run_1/placement_by_type.png
Bar = 20 µm. Fill, decap, tap and diode cells in gray.
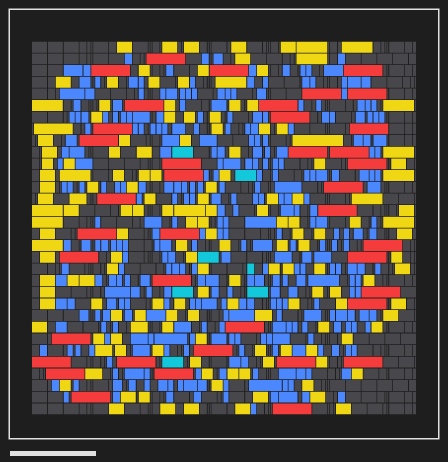
run_1/cell_density.png
10 x 10 tiles, from white (low) to dark blue (high), 0 to 100% covered.
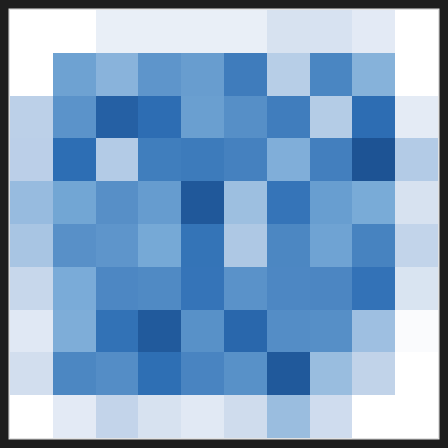
run_1/congestion.png
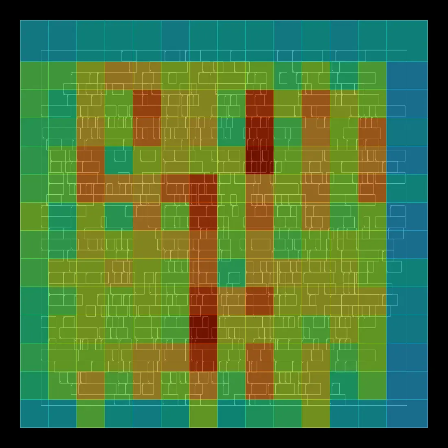
==> config.mk <==
export PLATFORM = sky130hd
export DESIGN_NAME = bit_enumerator
export DESIGN_NICKNAME = d
export VERILOG_FILES = /design/src/rtl/bit_enumerator.sv
export SDC_FILE = /design/constraint.sdc
export NUM_CORES = 1
export LEC_CHECK = 0
export ABC_AREA = 1
export CELL_PAD_IN_SITES_DETAIL_PLACEMENT = 0
export CELL_PAD_IN_SITES_GLOBAL_PLACEMENT = 1
export CORE_MARGIN = 5
export CORE_UTILIZATION = 33
export CTS_CLUSTER_SIZE = 8
export DETAILED_ROUTE_END_ITERATION = 6
export PLACE_DENSITY_LB_ADDON = 0.1
export SLEW_MARGIN = 20
export SYNTH_ARGS = -nofsm -noshare
export SYNTH_HDL_FRONTEND = slang
export SYNTH_SLANG_ARGS = --single-unit
==> constraint.sdc <==
create_clock -name clk -period 2.4 [get_ports clk]
set_clock_uncertainty 0.05 [all_clocks]
set_input_delay 0.36 -clock clk [delete_from_list [all_inputs] [get_ports clk]]
set_output_delay 0.36 -clock clk [all_outputs]
set_load 0.05 [all_outputs]
==> src/rtl/bit_enumerator.sv <==
// Expands a word into a stream of set-bit indices, LSB first, one beat per cycle.
// Zero words produce a single out_none beat so every word ends with exactly one out_last.
module bit_enumerator #(
  parameter int WIDTH = 32,
  parameter int IDX_W = 5
) (
  input  logic             clk,
  input  logic             rst,
  input  logic             in_valid,
  output logic             in_ready,
  input  logic [WIDTH-1:0] in_data,
  output logic             out_valid,
  input  logic             out_ready,
  output logic [IDX_W-1:0] out_index,
  output logic [IDX_W:0]   out_count,
  output logic             out_last,
  output logic             out_none,
  output logic             dbg_state
);

  // Handshake: a transfer happens on a rising edge where valid && ready; valid and
  // the payload stay stable until taken, and ready never depends on valid of the other side.
  typedef enum logic {IDLE = 1'b0, EMIT = 1'b1} state_t;

  state_t           state;
  logic [WIDTH-1:0] pend;
  logic [IDX_W:0]   ord;
  logic [WIDTH-1:0] pend_clr;
  logic [IDX_W-1:0] lsb_idx;
  logic             has_bits;
  logic             fire_in;
  logic             fire_out;

  assign pend_clr = pend & (pend - WIDTH'(1));
  assign has_bits = |pend;

  always_comb begin
    lsb_idx = '0;
    for (int i = WIDTH - 1; i >= 0; i--) begin
      if (pend[i]) lsb_idx = IDX_W'(i);
    end
  end

  assign in_ready  = (state == IDLE) && !rst;
  assign out_valid = (state == EMIT);
  assign out_none  = out_valid && !has_bits;
  assign out_last  = out_valid && (pend_clr == '0);
  assign out_index = (out_valid && has_bits) ? lsb_idx : '0;
  assign out_count = (out_valid && has_bits) ? (ord + (IDX_W+1)'(1)) : '0;
  assign dbg_state = state;

  assign fire_in  = in_valid && in_ready;
  assign fire_out = out_valid && out_ready;

  always_ff @(posedge clk or posedge rst) begin
    if (rst) begin
      state <= IDLE;
      pend  <= '0;
      ord   <= '0;
    end else begin
      case (state)
        IDLE: begin
          if (fire_in) begin
            pend  <= in_data;
            ord   <= '0;
            state <= EMIT;
          end
        end
        EMIT: begin
          if (fire_out) begin
            pend <= pend_clr;
            ord  <= ord + (IDX_W+1)'(1);
            if (out_last) state <= IDLE;
          end
        end
        default: state <= IDLE;
      endcase
    end
  end

endmodule

==> flow_metrics.py, run 1 <==
# Synthesis and PnR figures
metrics = {
    "worst_setup_path": {
        "end_kind": "output port",
        "worstPathCellList": "nor2_2, inv_2, nor2_4, inv_2, nor2_4, inv_2, nor2_4, nand2_4, nor2_8, inv_6, nor2_4, nand2_2, nand2_2, inv_2, nor4_2, nand4_1, nor3_4, nand4_1, nor3_4, buf_12",
        "crit_slowest_cell": "dfrtp_1",
        "r2r_slack_ns": -0.33,
    },
    "synthesis": {
        "ys_cells": 389,
        "yosysTopAreaCell": "dfrtp_1",
    },
    "global_route": {
        "overflow": 0,
    },
    "job": {
        "drv_cap": 0,
        "tool_warnings": 29,
    },
    "floorplan": {
        "floorplanUtilization": 0.341,
    },
    "pwr": {
        "cell_internal_pwr_uw": 3100,
        "pwr-share-comb": 0.714,
    },
    "final_timing": {
        "fin_ws_ns": -0.871,
        "setup_viol": 15,
    },
    "run_status": {
        "status": "finished, violations left",
        "failed_checks": "negative setup slack",
    },
    "final_layout": {
        "seq-cell-share": 0.216,
        "lay_top_count": "buf_4",
        "logic_gate_count": 271,
        "fin_util": 0.579,
    },
    "placement": {
        "dp_slack_ns": -0.624,
    },
}
-- placement_by_type.png (at the start) --
clock drivers and dummy loads: drawn in cyan, cells 7, share of their area 2.0%. remaining buffers and delay cells: drawn in yellow, cells 157, share of their area 35%. combinational and other logic: drawn in blue, cells 336, share of their area 41%. sequential cells: drawn in red, cells 39, share of their area 22%.

-- cell_density.png (at the start) --
9.0% of the tiles are nearly empty. The densest ninth of the die: middle. The emptiest ninth of the die: bottom right. The mean over all tiles is 44%. 9.0% of the tiles are over 75% full. The fullest tile reaches 86%.

-- congestion.png (at the start) --
GR met3 Demand/Resource: 0.0334
GRT Total Usage: 0.178

==> run 1 -> run 2 <==
--- a/config.mk
+++ b/config.mk
@@ -12,7 +12,9 @@
 export CORE_UTILIZATION = 33
 export CTS_CLUSTER_SIZE = 8
 export DETAILED_ROUTE_END_ITERATION = 6
+export HOLD_SLACK_MARGIN = 0.03
 export PLACE_DENSITY_LB_ADDON = 0.1
+export SETUP_SLACK_MARGIN = 0.2
 export SLEW_MARGIN = 20
 export SYNTH_ARGS = -nofsm -noshare
 export SYNTH_HDL_FRONTEND = slang
run_2/placement_by_type.png
Bar = 20 µm. Fill, decap, tap and diode cells in gray.
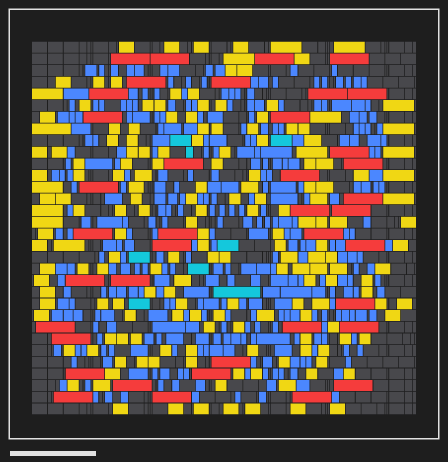
combinational and other logic: drawn in blue, cells 336, share of their area 40%. clock drivers and dummy loads: drawn in cyan, cells 8, share of their area 2.5%. sequential cells: drawn in red, cells 39, share of their area 21%. remaining buffers and delay cells: drawn in yellow, cells 180, share of their area 37%.

==> run 2 against run 1 <==
Effect of this change: the flow still finishes with violations (negative setup slack); cell area up 6.5%; global-route usage up 0.63 points; clock power up 29%; synthesized area unchanged; highest routed layer unchanged.
==> flow_metrics.py, run 2 <==
# Synthesis and PnR figures
metrics = {
    "run_status": {
        "status": "finished, violations left",
        "failed_checks": "negative setup slack",
    },
    "worst_setup_path": {
        "end_kind": "output port",
        "r2r_slack_ns": -0.38,
        "crit_slowest_cell": "dfrtp_1",
    },
    "final_layout": {
        "seq-cell-share": 0.203,
        "logic_gate_count": 271,
        "logic_area_mm2": 0.00163,
        "lay_top_count": "buf_4",
    },
    "final_timing": {
        "fin_ws_ns": -0.929,
        "setup_viol": 16,
    },
    "pwr": {
        "pwr-share-comb": 0.709,
        "cell_internal_pwr_uw": 3320,
    },
    "global_route": {
        "overflow": 0,
        "met3_usage": 0.0347,
    },
    "job": {
        "drv_cap": 0,
        "tool_warnings": 29,
    },
    "synthesis": {
        "yosysTopAreaCell": "dfrtp_1",
        "ys_cells": 389,
    },
    "placement": {
        "dp_slack_ns": -0.650,
    },
    "floorplan": {
        "floorplanUtilization": 0.341,
    },
}
==> run 2 -> run 3 <==
--- a/config.mk
+++ b/config.mk
@@ -10,6 +10,7 @@
 export CELL_PAD_IN_SITES_GLOBAL_PLACEMENT = 1
 export CORE_MARGIN = 5
 export CORE_UTILIZATION = 33
+export CTS_CLUSTER_DIAMETER = 40
 export CTS_CLUSTER_SIZE = 8
 export DETAILED_ROUTE_END_ITERATION = 6
 export HOLD_SLACK_MARGIN = 0.03
run_3/io_fan.png
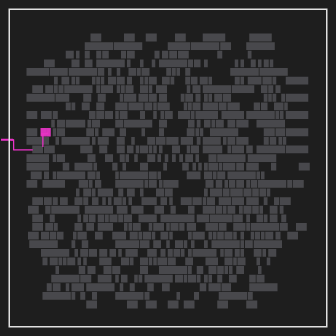
in_valid: drawn in magenta, bits 1, direction input, end cells 2, buffers 1, wire 16.2 µm.

==> run 3 against run 2 <==
Effect of this change: the flow still finishes with violations (negative setup slack); hold slack unchanged; critical path depth unchanged; sequential power barely moved; total power stayed put; first-iteration DRC count unchanged; sequential share of layout area is the same; routed wire length is the same; die size unchanged; synthesized area unchanged; largest power group unchanged.
==> flow_metrics.py, run 3 <==
# Synthesis and PnR figures
metrics = {
    "run_status": {
        "status": "finished, violations left",
        "failed_checks": "negative setup slack",
    },
    "final_layout": {
        "lay_top_count": "buf_4",
        "logic_area_mm2": 0.00163,
        "fin_util": 0.616,
        "logic_gate_count": 271,
        "seq-cell-share": 0.203,
    },
    "final_timing": {
        "fin_ws_ns": -0.929,
        "setup_viol": 16,
    },
    "worst_setup_path": {
        "end_kind": "output port",
        "crit_slowest_cell": "dfrtp_1",
    },
    "clock_network": {
        "clk_pin_slew_ns": 0.08,
    },
    "job": {
        "tool_warnings": 29,
        "drv_cap": 0,
    },
    "pwr": {
        "cell_internal_pwr_uw": 3320,
        "pwr-share-comb": 0.709,
    },
    "floorplan": {
        "floorplanUtilization": 0.341,
    },
    "placement": {
        "dp_slack_ns": -0.650,
    },
    "synthesis": {
        "yosysTopAreaCell": "dfrtp_1",
        "ys_cells": 389,
        "top_cells_by_area": "dfrtp_1 37%, nand2_1 11%, inv_1 8.0%, nor2_1 7.9%, o21ai_0 6.6%",
    },
    "global_route": {
        "track_usage": 0.184,
        "overflow": 0,
        "met3_usage": 0.0347,
    },
}
Power figures rest on the tool's default switching activity, not on a simulated workload.
